==> images/floorplan.png <==
(6 px per um) Pins as bars on the die edge.
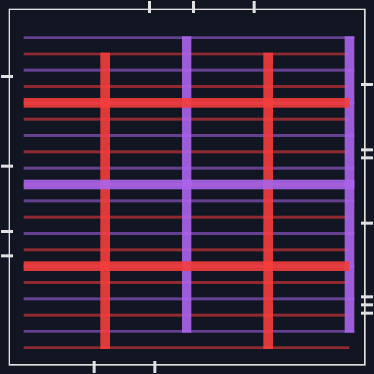
==> images/m2.png <==
(6 px per um)
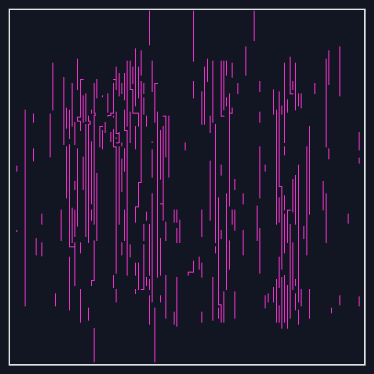
==> src/rtl/shift_word_assembler_pkg.sv <==
// Shared constants and buffer tag type for shift_word_assembler.
// Optional macro SHIFT_ASM_PARITY_EN adds a parity bit to each buffered tag.
package shift_asm_pkg;

  localparam logic DIR_RIGHT     = 1'b0;
  localparam logic DIR_LEFT      = 1'b1;
  localparam int   ASM_BUF_DEPTH = 2;

  // The word payload is sized by the assembler's WIDTH, so it travels next to this tag.
  typedef struct packed {
    logic dir;
`ifdef SHIFT_ASM_PARITY_EN
    logic parity;
`endif
  } asm_tag_t;

endpackage

==> src/rtl/shift_word_assembler_fifo.sv <==
// Two-entry output buffer with a registered head; accepts a push while full if a pop happens in the same cycle.
// Tag width follows SHIFT_ASM_PARITY_EN through asm_tag_t.
module shift_asm_fifo
  import shift_asm_pkg::*;
#(
  parameter int DATA_W = 4
) (
  input  logic              clk,
  input  logic              reset,
  input  logic              push,
  input  logic [DATA_W-1:0] push_data,
  input  asm_tag_t          push_tag,
  input  logic              pop,
  output logic              full,
  output logic              empty,
  output logic [DATA_W-1:0] head_data,
  output asm_tag_t          head_tag
);

  logic [DATA_W-1:0] head_data_r, tail_data_r, head_data_next_s, tail_data_next_s;
  asm_tag_t          head_tag_r, tail_tag_r, head_tag_next_s, tail_tag_next_s;
  logic [1:0]        count_r, count_next_s;
  logic              push_ok_s, pop_ok_s;

  assign full      = (count_r == 2'd2);
  assign empty     = (count_r == 2'd0);
  assign head_data = head_data_r;
  assign head_tag  = head_tag_r;

  // Next-state for head/tail slots: the head always holds the oldest entry.
  always_comb begin
    head_data_next_s = head_data_r;
    head_tag_next_s  = head_tag_r;
    tail_data_next_s = tail_data_r;
    tail_tag_next_s  = tail_tag_r;
    pop_ok_s  = pop && (count_r != 2'd0);
    push_ok_s = push && ((count_r != 2'd2) || pop_ok_s);
    case (count_r)
      2'd0: begin
        head_data_next_s = push_ok_s ? push_data : head_data_r;
        head_tag_next_s  = push_ok_s ? push_tag  : head_tag_r;
      end
      2'd1: begin
        if (pop_ok_s) begin
          head_data_next_s = push_ok_s ? push_data : head_data_r;
          head_tag_next_s  = push_ok_s ? push_tag  : head_tag_r;
        end else begin
          tail_data_next_s = push_ok_s ? push_data : tail_data_r;
          tail_tag_next_s  = push_ok_s ? push_tag  : tail_tag_r;
        end
      end
      2'd2: begin
        if (pop_ok_s) begin
          head_data_next_s = tail_data_r;
          head_tag_next_s  = tail_tag_r;
          tail_data_next_s = push_ok_s ? push_data : tail_data_r;
          tail_tag_next_s  = push_ok_s ? push_tag  : tail_tag_r;
        end else begin
          tail_data_next_s = tail_data_r;
        end
      end
      default: begin
        head_data_next_s = head_data_r;
      end
    endcase
    count_next_s = count_r + {1'b0, push_ok_s} - {1'b0, pop_ok_s};
  end

  // Buffer storage and occupancy.
  always_ff @(posedge clk or negedge reset) begin
    if (!reset) begin
      head_data_r <= {DATA_W{1'b0}};
      tail_data_r <= {DATA_W{1'b0}};
      head_tag_r  <= '{default: 1'b0};
      tail_tag_r  <= '{default: 1'b0};
      count_r     <= 2'd0;
    end else begin
      head_data_r <= head_data_next_s;
      tail_data_r <= tail_data_next_s;
      head_tag_r  <= head_tag_next_s;
      tail_tag_r  <= tail_tag_next_s;
      count_r     <= count_next_s;
    end
  end

endmodule

==> src/rtl/shift_word_assembler.sv <==
// Reassembles serial bits from the bidirectional shift register into WIDTH-bit words.
// Optional macro SHIFT_ASM_PARITY_EN adds the out_parity port.
module shift_word_assembler
  import shift_asm_pkg::*;
#(
  parameter int WIDTH     = 4,
  parameter int BUF_DEPTH = ASM_BUF_DEPTH
) (
  input  logic                     clk,
  input  logic                     reset,
  input  logic                     bit_valid,
  input  logic                     bit_in,
  input  logic                     shift_dir,
  input  logic                     frame_start,
  output logic                     out_valid,
  input  logic                     out_ready,
  output logic [WIDTH-1:0]         out_data,
  output logic                     out_dir,
  output logic [$clog2(WIDTH)-1:0] bit_count,
  output logic                     overflow
`ifdef SHIFT_ASM_PARITY_EN
  ,
  output logic                     out_parity
`endif
);

  localparam int               CNT_W    = $clog2(WIDTH);
  localparam logic [CNT_W-1:0] LAST_IDX = CNT_W'(WIDTH - 1);

  if (WIDTH < 2) begin : g_bad_width
    $error("shift_word_assembler: WIDTH must be >= 2");
  end
  if (BUF_DEPTH != ASM_BUF_DEPTH) begin : g_bad_depth
    $error("shift_word_assembler: BUF_DEPTH is fixed at 2");
  end

`ifdef SHIFT_ASM_PARITY_EN
  function automatic logic word_parity(input logic [WIDTH-1:0] word);
    word_parity = ^word;
  endfunction
`endif

  logic [CNT_W-1:0] bit_cnt_r, cnt_base_s, cnt_next_s, pos_s;
  logic [WIDTH-1:0] word_r, word_base_s, word_fill_s, word_next_s;
  logic             dir_r, dir_cur_s, dir_next_s;
  logic             overflow_r, overflow_next_s;
  logic             complete_s, pop_s, fifo_full_s, fifo_empty_s;
  asm_tag_t         push_tag_s, head_tag_s;

  // Bit placement: frame_start restarts the word, direction is latched on bit 0.
  always_comb begin
    cnt_base_s  = frame_start ? {CNT_W{1'b0}} : bit_cnt_r;
    word_base_s = frame_start ? {WIDTH{1'b0}} : word_r;
    dir_cur_s   = (cnt_base_s == {CNT_W{1'b0}}) ? shift_dir : dir_r;
    pos_s       = (dir_cur_s == DIR_LEFT) ? (LAST_IDX - cnt_base_s) : cnt_base_s;
    word_fill_s = word_base_s;
    word_fill_s[pos_s] = bit_in;
    complete_s  = bit_valid && (cnt_base_s == LAST_IDX);
    if (bit_valid) begin
      cnt_next_s  = complete_s ? {CNT_W{1'b0}} : (cnt_base_s + CNT_W'(1));
      word_next_s = complete_s ? {WIDTH{1'b0}} : word_fill_s;
      dir_next_s  = dir_cur_s;
    end else begin
      cnt_next_s  = cnt_base_s;
      word_next_s = word_base_s;
      dir_next_s  = dir_r;
    end
    push_tag_s     = '{default: 1'b0};
    push_tag_s.dir = dir_cur_s;
`ifdef SHIFT_ASM_PARITY_EN
    push_tag_s.parity = word_parity(word_fill_s);
`endif
    pop_s           = !fifo_empty_s && out_ready;
    overflow_next_s = overflow_r | (complete_s && fifo_full_s && !pop_s);
  end

  // Partial-word state and sticky overflow.
  always_ff @(posedge clk or negedge reset) begin
    if (!reset) begin
      bit_cnt_r  <= {CNT_W{1'b0}};
      word_r     <= {WIDTH{1'b0}};
      dir_r      <= DIR_RIGHT;
      overflow_r <= 1'b0;
    end else begin
      bit_cnt_r  <= cnt_next_s;
      word_r     <= word_next_s;
      dir_r      <= dir_next_s;
      overflow_r <= overflow_next_s;
    end
  end

  shift_asm_fifo #(
    .DATA_W (WIDTH)
  ) u_fifo (
    .clk       (clk),
    .reset     (reset),
    .push      (complete_s),
    .push_data (word_fill_s),
    .push_tag  (push_tag_s),
    .pop       (pop_s),
    .full      (fifo_full_s),
    .empty     (fifo_empty_s),
    .head_data (out_data),
    .head_tag  (head_tag_s)
  );

  assign out_valid = !fifo_empty_s;
  assign out_dir   = head_tag_s.dir;
  assign bit_count = bit_cnt_r;
  assign overflow  = overflow_r;
`ifdef SHIFT_ASM_PARITY_EN
  assign out_parity = head_tag_s.parity;
`endif

endmodule

==> config.mk <==
export PLATFORM = sky130hd
export DESIGN_NAME = shift_word_assembler
export DESIGN_NICKNAME = d
export VERILOG_FILES = /design/src/rtl/shift_word_assembler_pkg.sv /design/src/rtl/shift_word_assembler_fifo.sv /design/src/rtl/shift_word_assembler.sv
export SDC_FILE = /design/constraint.sdc
export NUM_CORES = 1
export LEC_CHECK = 0
export ABC_CLOCK_PERIOD_IN_PS = 3000
export CAP_MARGIN = 0
export CORE_MARGIN = 2
export CORE_UTILIZATION = 44
export DETAILED_ROUTE_END_ITERATION = 16
export PLACE_DENSITY_LB_ADDON = 0.05
export SLEW_MARGIN = 40
export SYNTH_ARGS = -nofsm -noshare
export SYNTH_HDL_FRONTEND = slang
export SYNTH_SLANG_ARGS = --single-unit
==> constraint.sdc <==
create_clock -name clk -period 3 [get_ports clk]
set_clock_uncertainty 0.05 [all_clocks]
set_input_delay 0.45 -clock clk [delete_from_list [all_inputs] [get_ports clk]]
set_output_delay 0.45 -clock clk [all_outputs]
set_load 0.005 [all_outputs]
==> reports/results.ini <==
[detailed_routing]
met1_length_um = 1400
via_per_inst = 5.74
top_layer = met4
wl_met3_um = 81
drt_iter0_drc = 33
num_vias = 1010
postRouteAntennaNets = 0
wirelength_um = 2780
wl_met2_um = 1270
drc_errors = 0
drt_first_pass_iters = 4
wl_per_cell_um = 15.8

[sta]
grt_setup_unrepaired = false
finalSetupViolations = 0
timing.final.crit_share_pct = 86.4
min_period_ps = 2590
setup-tns-final_ps = 0
max_clock_freq_ghz = 0.386
slew_headroom_pct = 65.9
worst_slew_pin_slew_ps = 508
slew_violations = 0
finalHoldViolCount = 0

[yosys]
async_flop_share_pct = 100
yosys_warnings = 0
top_cells_by_count = dfrtp_1, nor2_1, inv_1, nand2_1
syn_area_per_cell_um2 = 10.2
synth_nets = 142
ys_ff = 20
postSynthSeqShare_pct = 37.6
top_area_share_pct = 37.6
synth-edff-count = 0
synth_cell_types = 47
top_area_cell = dfrtp_1
top_cell = dfrtp_1
ys_cells = 131
yosys.stat.chipArea_um2 = 1330
area_leaders = dfrtp_1, mux2i_1, ha_1
synth_area_um2 = 1330
synth_cells = 131
synth-main-ff-cell = dfrtp_1

[setup_path]
criticalPathCategory = in2reg
crit_chain = clkdlybuf4s50_1 > inv_1 > nand2_1 > ha_1 > mux2i_4 > buf_4 > mux2i_1 > a311oi_1 > a22oi_1
crit_cells = 9
end_kind = register
slowest_stage = clkdlybuf4s50_1
reg2reg_slack_ps = 520
crit_arrival_ps = 2720
critPathLaunchType = primary input
path_max_fanout = 12
reg2reg_from = bit_count[0]
path_buffers = 3
critPathLaunch = frame_start
regToRegEndpoint = u_fifo.head_data[3]
slowest_delay_ps = 480
cp_top_family = buffers and inverters
reg2reg_depth = 7
required_ps = 3130
endpoint = u_fifo.head_data[3]

[floorplanning]
io_pins = 16
initCoreUtil_pct = 47.5
fp.dieH_um = 59.0
rows = 19
dieWidth_um = 59.0
core-area_um2 = 2810
die_area_um2 = 3480

[finish]
fin_util_pct = 54.3
fin_nets = 157
syn_to_final_growth_pct = 14.5
logic_area_um2 = 738
diodes = 0
regArea_um2 = 500
drive_gt1_share_pct = 17.2
fillers = 260

[global_routing]
grt_pass1_wl_um = 4710
grt_max_degree = 21
grtUsageMet1_pct = 25.6
antenna_found_initial = 0
grt_pass1_vias = 982
top_usage_layer = met2
gr-usage-met3_pct = 4.59
overflow = 0
use_met2_pct = 28.1
grtUsageTotal_pct = 17.9

[cts]
clockRootBuffer = clkbuf_4
h-tree-depth = 1
clk_path_buf_depth = 2
cts_setup_buffers = 0
tritoncts = built
cts_hold_buf = 0
clk_latency_ps = 310
cts_buffers = 3
ctsResizeCount = 0
cts_sinks = 20
cts.clk_slew.worst_paths_ps = 120

[placed_design]
gp_congestion = 0.813
io_buffers = 15
place_hpwl_um = 1990

[min_path]
hold_class = in2async

[status]
outcome = finished clean

[flow_run]
drv_cap = 0
warning_count = 27

[power]
powerDensity_nw_per_um2 = 631
power.leakage_nw = 0.678
ir_drop_v = 0.000545

Notes on floorplan.png above:
[purple] VDD
[red] VSS
signal pins: 16
rows: 19
met4 straps: 4
met1 rails: 20

Notes on m2.png above:
wire length on this layer: 1,270 um
main direction: vertical
share of all routed wire: 46%
nets with wire on the layer: 128

-- report_power, final --
group	total [mW]	switching, mW	internal, mW
sequential	0.396	0.0611	0.335
clock	0.224	0.0891	0.135
combinational	0.341	0.147	0.194
total	0.961	0.297	0.664
-- stage by stage --
step / std cells / hold slack, ps / setup slack (ps) / cell area (um^2) / power (mW)
after floorplan: 131 / 104 / 970 / 1330 / 0.613
after global placement: 172 / 400 / 266 / 1480 / 0.727
after detailed placement: 172 / 386 / 151 / 1470 / 0.744
after CTS: 176 / 30.1 / 488 / 1520 / 0.975
after global routing: 176 / 42.4 / 353 / 1520 / 1.03
final: 176 / 24.4 / 408 / 1520 / 0.961
-- area by class of cell --
cell class,instances,share of cell area [%]
flip-flops and latches,20,32.8
repair buffers,18,11.0
clock inverters,1,1.97
inverters,7,1.72
clock buffers,3,1.48
multi-input cells,96,48.4
well taps,31,2.55
-- cells in the final DEF, fill, tap and decap left out, types with 2 or more instances in the layout --
master	instances
dfrtp_1	20
nor2b_1	6
nor4bb_1	2
nor3_1	3
nand3b_1	4
clkdlybuf4s50_1	14
a32o_1	2
nor2_1	10
and2b_2	2
inv_1	7
and3b_1	2
nor3b_1	2
a31o_2	3
o21ai_0	4
a311oi_1	2
mux2_2	4
mux2i_1	6
o31ai_1	2
or3b_1	2
xnor2_1	3
a21oi_1	4
clkbuf_4	3
buf_4	3
ha_1	4
a22oi_1	2
nand2_1	7
-- logic make-up (layout without fill, tap and decap cells) --
kind of cell	count (synthesis)	count (layout)	share of synthesized area, %
AND/OR/NAND/NOR	47	47	21.1
flip-flops	20	20	37.6
AND-OR/OR-AND	30	30	18.0
XOR/XNOR	3	3	1.97
buffers and inverters	15	29	6.95
multiplexers	12	12	10.6
adder cells (fa/ha/maj)	4	4	3.76
Power and IR drop assume default switching activity.
